run_1/placed.png
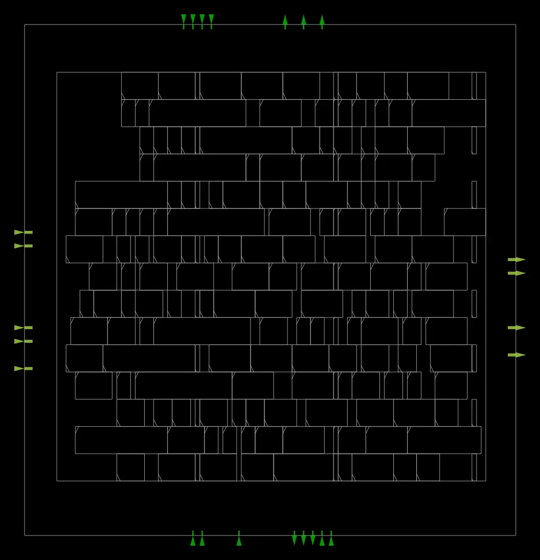
run_1/closeup.png
Bar = 10 um. Window x 12 to 37, y 3 to 28 um. Cells in grey, sequential cells in the stronger grey; small squares are vias.
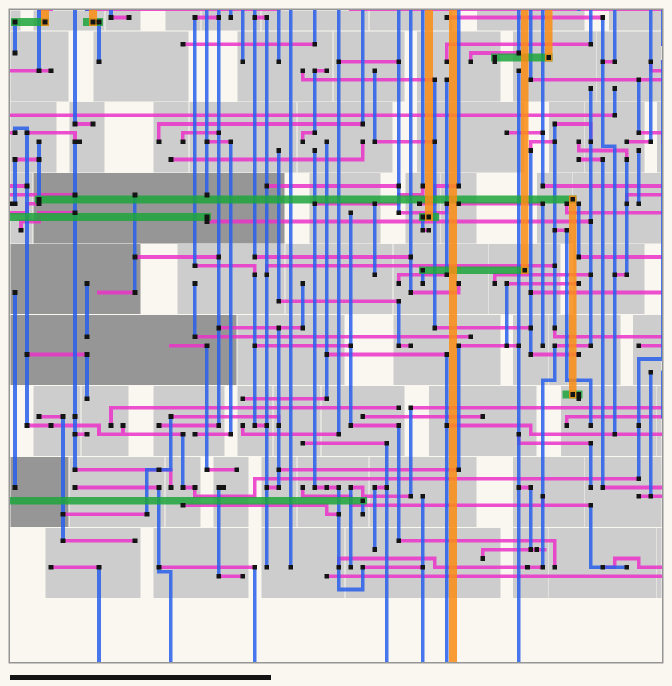
run_1/gates.png
Bar = 10 um.
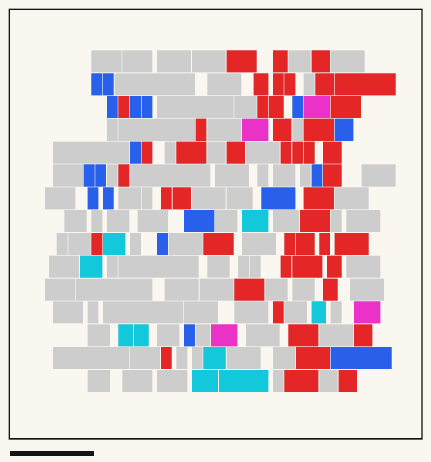
run_1/route_heat.png
The die is cut into 10 by 10 equal tiles; black is low, pale yellow is high, scaled to the fullest tile. Values are wire area over tile area, all layers added.
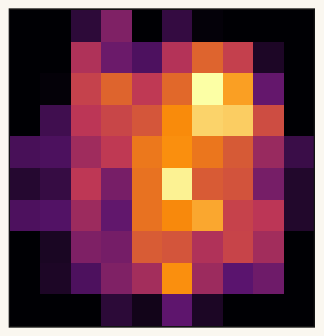
--- src/rtl/t_ff_counter.sv ---
// rtl/t_ff_counter.sv - up/down modulo counter built from per-bit toggle stages
module t_ff_counter #(
  parameter int WIDTH   = 8,
  parameter int MODULUS = 256
) (
  input  logic             Clock,
  input  logic             Reset,
  input  logic             Clear_b,
  input  logic             Load,
  input  logic [WIDTH-1:0] D,
  input  logic             Enable,
  input  logic             Up,
  output logic [WIDTH-1:0] Q,
  output logic             TC,
  output logic             Wrapped
);

  localparam logic [WIDTH-1:0] LAST    = WIDTH'(MODULUS - 1);
  localparam logic [WIDTH:0]   MOD_EXT = (WIDTH+1)'(MODULUS);

  logic [WIDTH-1:0] toggle;
  logic [WIDTH-1:0] load_val;
  logic [WIDTH-1:0] q_next;
  logic             at_last;
  logic             at_zero;
  logic             wrap;
  logic             wrap_next;

  assign at_last  = (Q == LAST);
  assign at_zero  = (Q == '0);
  assign wrap     = Enable & (Up ? at_last : at_zero);
  assign TC       = wrap;
  assign load_val = ({1'b0, D} < MOD_EXT) ? D : LAST;

  // Bit i toggles when every lower bit is 1 (up) or 0 (down); the carry walks upward.
  always_comb begin
    logic carry;
    toggle = '0;
    carry  = Enable;
    for (int i = 0; i < WIDTH; i++) begin
      toggle[i] = carry;
      carry     = carry & (Up ? Q[i] : ~Q[i]);
    end
  end

  // Wrap overrides the toggle vector so non-power-of-two moduli stay in range.
  always_comb begin
    q_next    = Q;
    wrap_next = 1'b0;
    if (!Clear_b) begin
      q_next = '0;
    end else if (Load) begin
      q_next = load_val;
    end else if (wrap) begin
      q_next    = Up ? '0 : LAST;
      wrap_next = 1'b1;
    end else begin
      q_next = Q ^ toggle;
    end
  end

  always_ff @(posedge Clock or posedge Reset) begin
    if (Reset) begin
      Q       <= '0;
      Wrapped <= 1'b0;
    end else begin
      Q       <= q_next;
      Wrapped <= wrap_next;
    end
  end

endmodule

--- config.mk ---
export PLATFORM = sky130hd
export DESIGN_NAME = t_ff_counter
export DESIGN_NICKNAME = d
export VERILOG_FILES = /design/src/rtl/t_ff_counter.sv
export SDC_FILE = /design/constraint.sdc
export NUM_CORES = 1
export LEC_CHECK = 0
export ABC_AREA = 1
export CORE_AREA = 3 3 46 48
export CTS_BUF_LIST = sky130_fd_sc_hd__clkbuf_4 sky130_fd_sc_hd__clkbuf_8
export DETAILED_ROUTE_END_ITERATION = 10
export DIE_AREA = 0 0 49 51
export PLACE_DENSITY = 0.81
export SLEW_MARGIN = 30
export SYNTH_ARGS = -nofsm -noshare
export SYNTH_HDL_FRONTEND = slang
export SYNTH_SLANG_ARGS = --single-unit
--- constraint.sdc ---
create_clock -name Clock -period 1.3 [get_ports Clock]
set_clock_uncertainty 0.05 [all_clocks]
set_input_delay 0.39 -clock Clock [delete_from_list [all_inputs] [get_ports Clock]]
set_output_delay 0.39 -clock Clock [all_outputs]
set_load 0.02 [all_outputs]
==> flow_summary.ini, run 1 <==
; yosys + openroad results
[outcome]
status = finished, violations left
violations = negative setup slack

[logic_synthesis]
syn_avg_cell_area_um2 = 6.42
netlist_area_um2 = 719
seq_area_frac_synth_pct = 31.3
yosys-stat-area_um2 = 719
ys_types = 22
ys_warn_count = 0

[worst_setup_path]
cp.arrival_ns = 1.36
r2r-end = Q[6]$_DFF_PP0_
start_kind = flip-flop
required_ns = 0.86
crit-reg2reg-launch = Q[2]$_DFF_PP0_
cp_max_fo = 2

[placement]
portBuffers = 23
place_area_mm2 = 0.00110
dp_slack_ns = -0.948
gp_congestion = 0.841
hpwlAfterDp_mm = 1.57

[final_timing]
slew_violations = 0
period_used_pct = 138
worst_pin_slew_ns = 0.342
worst_slack_ns = -0.498
setup_violations = 16
max_freq_ghz = 0.556
period_needed_ns = 1.80
grt_setup_unrepaired = true

[min_path]
hold_class = primary input to asynchronous set/reset pin

[finish]
drive_gt1_share_pct = 47.5
seqCellArea_um2 = 230
final_area_mm2 = 0.00136
area.combinational_um2 = 518
num-fill-cells = 125
diodes = 0

[detailed_routing]
wl_per_cell_um = 14.5
viasPerCell = 5.14
wirelength_mm = 2.68
drtIter0Drc = 33
first_pass_iters = 4
vias = 950

[grt]
grt_pass1_wl_mm = 3.74
grt_max_degree = 10
overflow = 0
antenna_found_initial = 0

[clock_tree]
cts_buffers = 3
clock_path_buffers = 2
cts_hold_buf = 0
clockRootBuffer = clkbuf_4

[floorplanning]
chipArea_mm2 = 0.00250
die_h_um = 51
boundaryPins = 24

[power_and_ir_drop]
p_per_area_mw_per_mm2 = 746
p_total_mw = 1.02
p_leak_nw = 0.676

[flow_run]
tool_warnings = 29
drv_cap = 0
Back to the opening pictures, placed.png:
tap cells: 25
final core occ: 78.0%
Seq/total area: 16.9%

Back to the opening pictures, closeup.png:
colour	layer
blue	M2
magenta	M1
green	M3
orange	M4
netlist names of flops here include	Q (3)
sequential cells in the window	3
cells with their middle in the window	56
most frequent	buf_6 (8), buf_4 (7)

Back to the opening pictures, gates.png:
colour	family	cells
red	nand cells	46
magenta	xor and xnor cells	4
blue	nor cells	18
cyan	aoi and oai cells	9
Commonest Layout Cell: buf_6
combinational share of cell area: 38.1%
Layout Cells excl Fill: 185

Back to the opening pictures, route_heat.png:
mean over tiles	0.18
nearly empty tiles	25%
emptiest ninth of the die	lower left
fullest tile	0.55

[run 1: where the power goes]
part           internal, mW  leakage (nW)  switching, mW
Clock                 0.139        0.0184         0.0878
Sequential            0.301         0.112         0.0212
Combinational         0.228         0.546          0.240
[run 1: worst max path at each step]
stage               end  cells past startpoint      startpoint
global route         TC                      5  Q[6]$_DFF_PP0_
finish               TC                      6  Q[0]$_DFF_PP0_
detailed placement   TC                      5              Up
CTS                  TC                      6  Q[0]$_DFF_PP0_
global placement     TC                      5              Up
floorplan            TC                      5  Q[1]$_DFF_PP0_
[run 1: sequential cells by signal, summed over array words and instances (netlist names)]
name / cells
Q: 8
Wrapped: 1
[run 1: final cells by class]
cell class / instances / share of cell area [%]
timing repair buffer: 48 / 34.6
multi-input combinational: 78 / 38.1
sequential: 9 / 16.9
clock buffer: 4 / 2.21
inverter: 21 / 5.97
tap: 25 / 2.30
[run 1: routing by layer]
| layer | wire length (um) | share of wire, % | vias up | GRT usage [%] |
|---|---|---|---|---|
| met5 | 0 | 0 | - | 0 |
| met4 | 161 | 6.0 | 0 | 12.8 |
| met3 | 171 | 6.4 | 16 | 2.04 |
| met2 | 1380 | 52 | 45 | 35.7 |
| met1 | 960 | 36 | 441 | 21.1 |
| li1 | - | - | 448 | - |
[run 1: cell usage after synthesis, drive strengths merged]
cell / instances / area share [%]
nand2: 27 / 16
buf: 1 / 1.0
nand3: 15 / 10
xnor2: 4 / 4.9
dfrtp: 9 / 31
clkinv: 1 / 0.52
a21oi: 2 / 1.4
inv: 20 / 10
clkbuf: 3 / 1.7
nor3: 1 / 0.69
o211ai: 2 / 2.1
o21ai: 4 / 2.8
nand4: 4 / 3.5
a211oi: 1 / 1.0
nor2: 17 / 11
or2: 1 / 0.87
[run 1: metrics by stage]
step	hold slack (ns)	setup TNS (ns)
after global placement	0.603	-7.64
final	0.351	-4.09
after floorplan	0.168	-0.218
after global routing	0.393	-4.97
after detailed placement	0.623	-8.28
after CTS	0.347	-3.33
[run 1: logic make-up (layout without fill, tap and decap cells)]
logic type	after synthesis	in the layout	share of synthesized area [%]
compound gates	9	9	7.30
xor+xnor	4	4	4.87
buf+inv	25	73	13.7
flops	9	9	31.3
simple gates	65	65	42.8
[run 1: critical path, cell delays in order, from the launching register on]
cell and delay (ns):
dfrtp_2 0.38, buf_6 0.10, nand4_1 0.12, o21ai_2 0.18, nand2_2 0.10, a21oi_4 0.12
buf_6 0.12
[run 1: timing repair]
action                                  4_1_cts  5_1_grt
endpoints found under the setup margin       18       17
buffers inserted                              6        8
pin swaps                                    13       11
gates resized                                86       17
==> inputs of run 2 (changes only) <==
CORE_AREA = 2 2 41 43   (was 3 3 46 48)
DIE_AREA = 0 0 43 45   (was 0 0 49 51)
PLACE_DENSITY = 0.91   (was 0.81)
clock period = 2.1 ns   (was 1.3 ns; I/O delays follow)
run_2/clock_wires.png
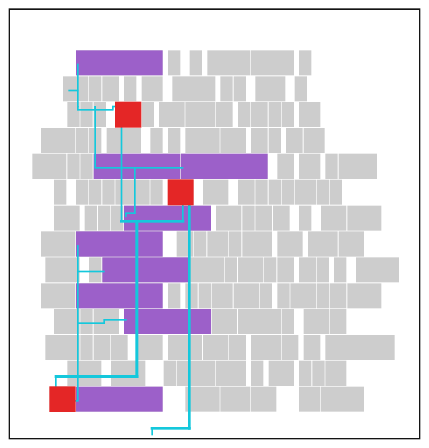
[red] clock-net drivers | count: 3
[purple] flip-flops | count: 9
[cyan] clock wires | length: 138 um
routed clock nets	4
clock power share: 25.9%
P_clk: 0.144 mW
Insertion Delay late pin: 0.26 ns

==> run 2 against run 1 <==
Against the previous run: the run now ends clean; design area is 17% lower; total power is 45% lower; sequential power is 39% lower; routed wire length is 21% lower; critical path depth stayed put; worst hold slack better by 0.23 ns; cell count is 9.7% lower; clock power is 36% lower; critical path type unchanged; largest power group unchanged.
==> flow_summary.ini, run 2 <==
; yosys + openroad results
[logic_synthesis]
synthFlopType = dfrtp_1
edf_count = 0
yosys-stat-area_um2 = 719
ys_warn_count = 0
seq_area_frac_synth_pct = 31.3
top_cell = nand2_1
netlist_area_um2 = 719
synth.top_cell.area_share_pct = 31.3

[worst_setup_path]
cp.arrival_ns = 1.38
cp_max_fo = 3
cp_slowest_cell = dfrtp_1
critPathLaunch = Q[0]$_DFF_PP0_
cp_top_family = flip-flops

[clock_tree]
clock_path_buffers = 2
clockRootBuffer = clkbuf_4

[min_path]
hold_class = primary input to asynchronous set/reset pin

[finish]
drive_gt1_share_pct = 22.5
fin_util_pct = 76.5
top_register = Q
diodes = 0
final_area_mm2 = 0.00113

[final_timing]
period_needed_ns = 2.06
period_used_pct = 98.0
hold_slack_ns = 0.581
worst_pin_slew_ns = 0.341

[power_and_ir_drop]
p_total_mw = 0.558
p_leak_nw = 0.657

[detailed_routing]
viasPerCell = 5.04
wirelength_mm = 2.11
vias = 842

[outcome]
status = completed

[grt]
antenna_found_initial = 0

[placement]
dp_slack_ns = -0.604
portBuffers = 23

[floorplanning]
die_h_um = 45
run_2/closeup.png
Bar = 10 um. Window x 9 to 34, y 1 to 26 um. Cells in grey, sequential cells in the stronger grey; small squares are vias.
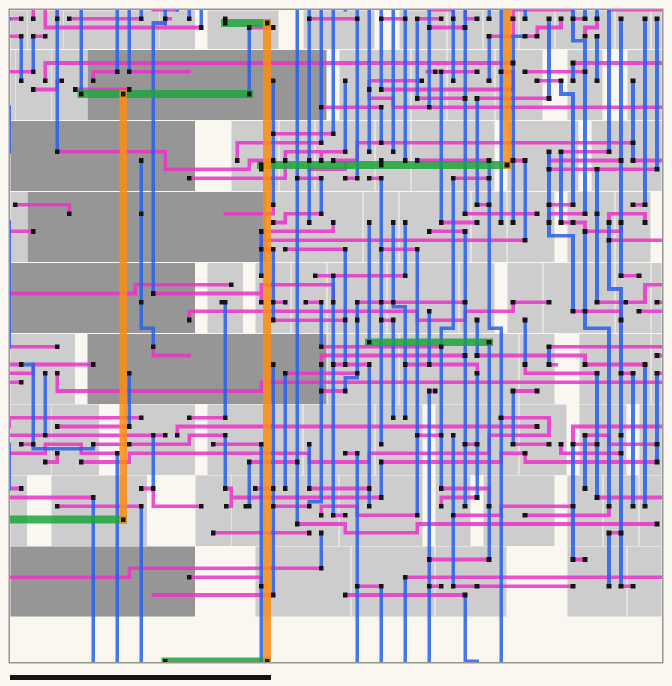
colour	layer
magenta	M1
blue	M2
green	M3
orange	M4
most frequent	nand2_1 (14), buf_4 (11), nand3_1 (7)
sequential cells in the window	6
cells with their middle in the window	74
netlist names of flops here include	Q (5), Wrapped (1)

[run 2: cell counts after synthesis]
Identical to the previous run, type by type.
[run 2: worst max-delay path by stage]
stage | slack (ns) | to | depth (start not counted)
after floorplan | 0.06 | TC | 5
after global placement | -0.53 | TC | 5
after detailed placement | -0.60 | TC | 5
after CTS | 0.0004 | Q[3] | 2
after global routing | -0.07 | TC | 6
final | 0.04 | TC | 6
[run 2: layout make-up]
class / count / area [um2] / share of cell area, %
well taps: 16 / 20.0 / 1.78
inverters: 21 / 78.8 / 7.00
multi-input cells: 78 / 412 / 36.6
repair buffers: 39 / 360 / 32.0
clock buffers: 4 / 30.0 / 2.67
flip-flops and latches: 9 / 225 / 20.0
[run 2: repair_timing]
action | 4_1_cts | 5_1_grt
endpoints found under the setup margin | 1 | 6
resized | 8 | 11
hold buffers | 0 | 0
pin swaps | 0 | 4
[run 2: through the flow]
stage / cells / TNS, ns
floorplan: 112 / 0
global placement: 163 / -0.732
detailed placement: 163 / -1.14
CTS: 167 / 0
global route: 167 / -0.0652
finish: 167 / 0
[run 2: routing by layer]
metal,part of all wire [%],vias up,global-route usage (%)
met2,50,22,40.6
met3,3.1,6,3.20
met5,0,-,0
li1,-,427,-
met1,44,387,28.8
met4,2.6,0,15.2
[run 2: logic make-up after synthesis]
| kind of cell | count (synthesis) | synth area share (%) |
|---|---|---|
| and+or+nand+nor | 65 | 42.8 |
| DFF | 9 | 31.3 |
| xor gates and xnor gates | 4 | 4.87 |
| buffers and inverters | 25 | 13.7 |
| AOI/OAI and AO/OA | 9 | 7.30 |
[run 2: power breakdown]
group	switching (mW)	internal, mW
Clock	0.0583	0.0860
Combinational	0.116	0.101
Sequential	0.0111	0.185
[run 2: worst reg2reg max path: cells and delay by family, from the launching register on]
| kind | cells | cell delay, ns |
|---|---|---|
| and+or+nand+nor | 7 | 0.70 |
| buffers and inverters | 3 | 0.26 |
| DFF | 1 | 0.41 |
==> inputs of run 3 (changes only) <==
ABC_AREA = not set   (was 1)
CORE_AREA = 2 2 40 42   (was 2 2 41 43)
DIE_AREA = 0 0 42 44   (was 0 0 43 45)
PLACE_DENSITY = 0.88   (was 0.91)
run_3/gates.png
Bar = 10 um.
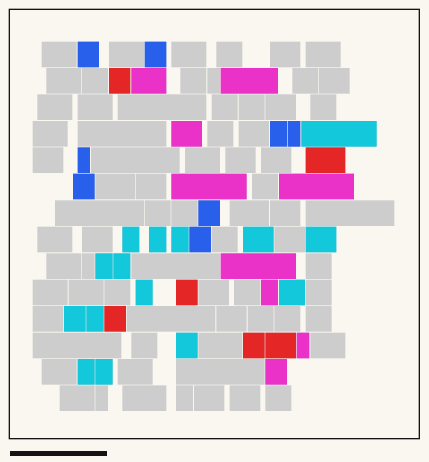
colour	family	cells
blue	nand cells	8
magenta	nor cells	9
red	and/or cells	6
cyan	aoi and oai cells	15

==> run 3 against run 2 <==
Against the previous run: the flow now finishes with violations (negative setup slack); die size is 4.5% lower; worst hold slack worse by 0.026 ns; area after synthesis is 13% lower; sequential power is 3% higher.
==> flow_summary.ini, run 3 <==
; yosys + openroad results
[finish]
lay_top_count = buf_4
top_regs = Q (8), Wrapped (1)
diodes = 0
drive_gt1_share_pct = 30.3
largest_reg_flops = 8
fin_util_pct = 76.4

[outcome]
violations = negative setup slack
status = finished, violations left

[worst_setup_path]
start_kind = primary input
required_ns = 1.42
crit-reg2reg-launch = Q[0]$_DFF_PP0_
r2r-end = Q[7]$_DFF_PP0_
cp.arrival_ns = 1.49

[logic_synthesis]
ys_types = 29
async_reset_ff_share_pct = 100
yosys.area.top_type = dfrtp_1
top_cells_by_count = dfrtp_1 (9), o21ai_0 (7), xnor2_1 (7)
seq_area_frac_synth_pct = 35.8
yosys-stat-area_um2 = 629
netlist_area_um2 = 629
ys_warn_count = 0
topCellsByArea = dfrtp_1 (36%), xnor2_1 (9.7%), o21ai_0 (5.6%)
syn_avg_cell_area_um2 = 9.39
top_cell = dfrtp_1
edf_count = 0

[detailed_routing]
vias = 696
drtIter0Drc = 8
first_pass_iters = 4
wirelength_mm = 1.98
wl_per_cell_um = 15.9

[flow_run]
drv_cap = 0
tool_warnings = 28

[final_timing]
worst_pin_slew_ns = 0.360
worst_slack_ns = -0.0729
period_needed_ns = 2.17
hold_slack_ns = 0.555
slew_violations = 0
setup_violations = 1

[power_and_ir_drop]
p_leak_nw = 0.519
p_total_mw = 0.558
p_per_area_mw_per_mm2 = 515

[grt]
overflow = 0
grt_pass1_wl_mm = 3.31
grt_max_degree = 11
antenna_found_initial = 0

[clock_tree]
worstSkewPairLatency_ns = 0.28
clock_path_buffers = 2
cts_buffers = 3

[floorplanning]
boundaryPins = 24
die_h_um = 44

[min_path]
hold_class = primary input to asynchronous set/reset pin

[placement]
gp_congestion = 0.770
hpwlAfterDp_mm = 1.43
portBuffers = 23
run_3/route_heat.png
The die is cut into 8 by 9 equal tiles; black is low, pale yellow is high, scaled to the fullest tile. Values are wire area over tile area, all layers added.
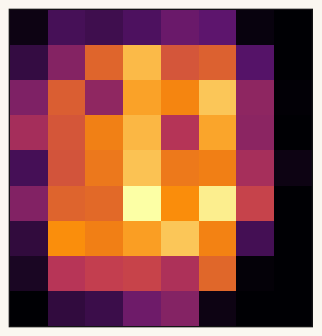
fullest tile	0.41
densest ninth of the die	centre
emptiest ninth of the die	lower right

run 3: cell count changes in the layout (fill, tap and decap cells not counted), moves of 4 or more:
cell,previous run,this run
dlymetal6s2s_1,6,2
nor2_1,15,1
nand2_1,23,2
inv_1,16,2
nand3_1,14,1
dlygate4sd2_1,2,7
o21ai_0,3,7
run 3: layer usage:
metal	GRT usage, %	vias up	share of wire (%)
li1	-	334	-
met1	32.0	338	46
met2	38.1	17	48
met3	6.25	7	4.2
met4	14.2	0	2.4
met5	0	-	0
run 3: how the worst max path moves through the flow:
stage	slack, ns	startpoint	to
6_report	-0.07	Up	TC
5_1_grt	-0.13	Q[6]$_DFF_PP0_	TC
4_1_cts	-0.12	Q[1]$_DFF_PP0_	TC
3_5_place_dp	-0.79	Up	TC
3_3_place_gp	-0.74	Up	TC
2_1_floorplan	0.04	Up	TC
run 3: power breakdown:
part           internal [mW]  leakage [nW]  switching (mW)
combinational          0.108         0.383          0.0981
sequential             0.185         0.118          0.0167
clock                 0.0710        0.0177          0.0788
run 3: cell type report:
cell class	count	area, um2	area share (%)
Tap cell	16	20.0	1.85
Sequential cell	9	225	20.8
Clock buffer	3	22.5	2.08
Clock inverter	1	5.00	0.462
Inverter	3	11.3	1.04
Multi-Input combinational cell	51	425	39.3
Timing Repair Buffer	42	374	34.5
run 3: stage by stage:
| stage | instances | setup WS [ns] | cell area (um2) |
|---|---|---|---|
| floorplan | 67 | 0.0364 | 632 |
| global placement | 118 | -0.740 | 976 |
| detailed placement | 118 | -0.794 | 976 |
| CTS | 122 | -0.117 | 1030 |
| global route | 125 | -0.129 | 1080 |
| finish | 125 | -0.0729 | 1080 |
run 3: cells by family (layout without fill, tap and decap cells):
family | Yosys count | count (layout) | synth area share (%)
and+or+nand+nor | 23 | 23 | 25.2
buffers and inverters | 7 | 49 | 5.96
DFF | 9 | 9 | 35.8
muxes | 1 | 1 | 1.59
xor gates and xnor gates | 9 | 9 | 12.5
AOI/OAI and AO/OA | 18 | 18 | 18.9
run 3: repair_timing:
action	in CTS	in global routing
setup endpoints to repair	6	3
resized	18	7
gates cloned	0	0
buffers inserted	0	3
pin swaps	1	2
run 3: worst max-delay path, cell delays in order:
cell           delay, ns
dlygate4sd2_1       0.25
inv_2               0.06
nor3_4              0.22
a31oi_4             0.06
nor2b_2             0.15
buf_6               0.13
Power is estimated from default activity; no workload was simulated.
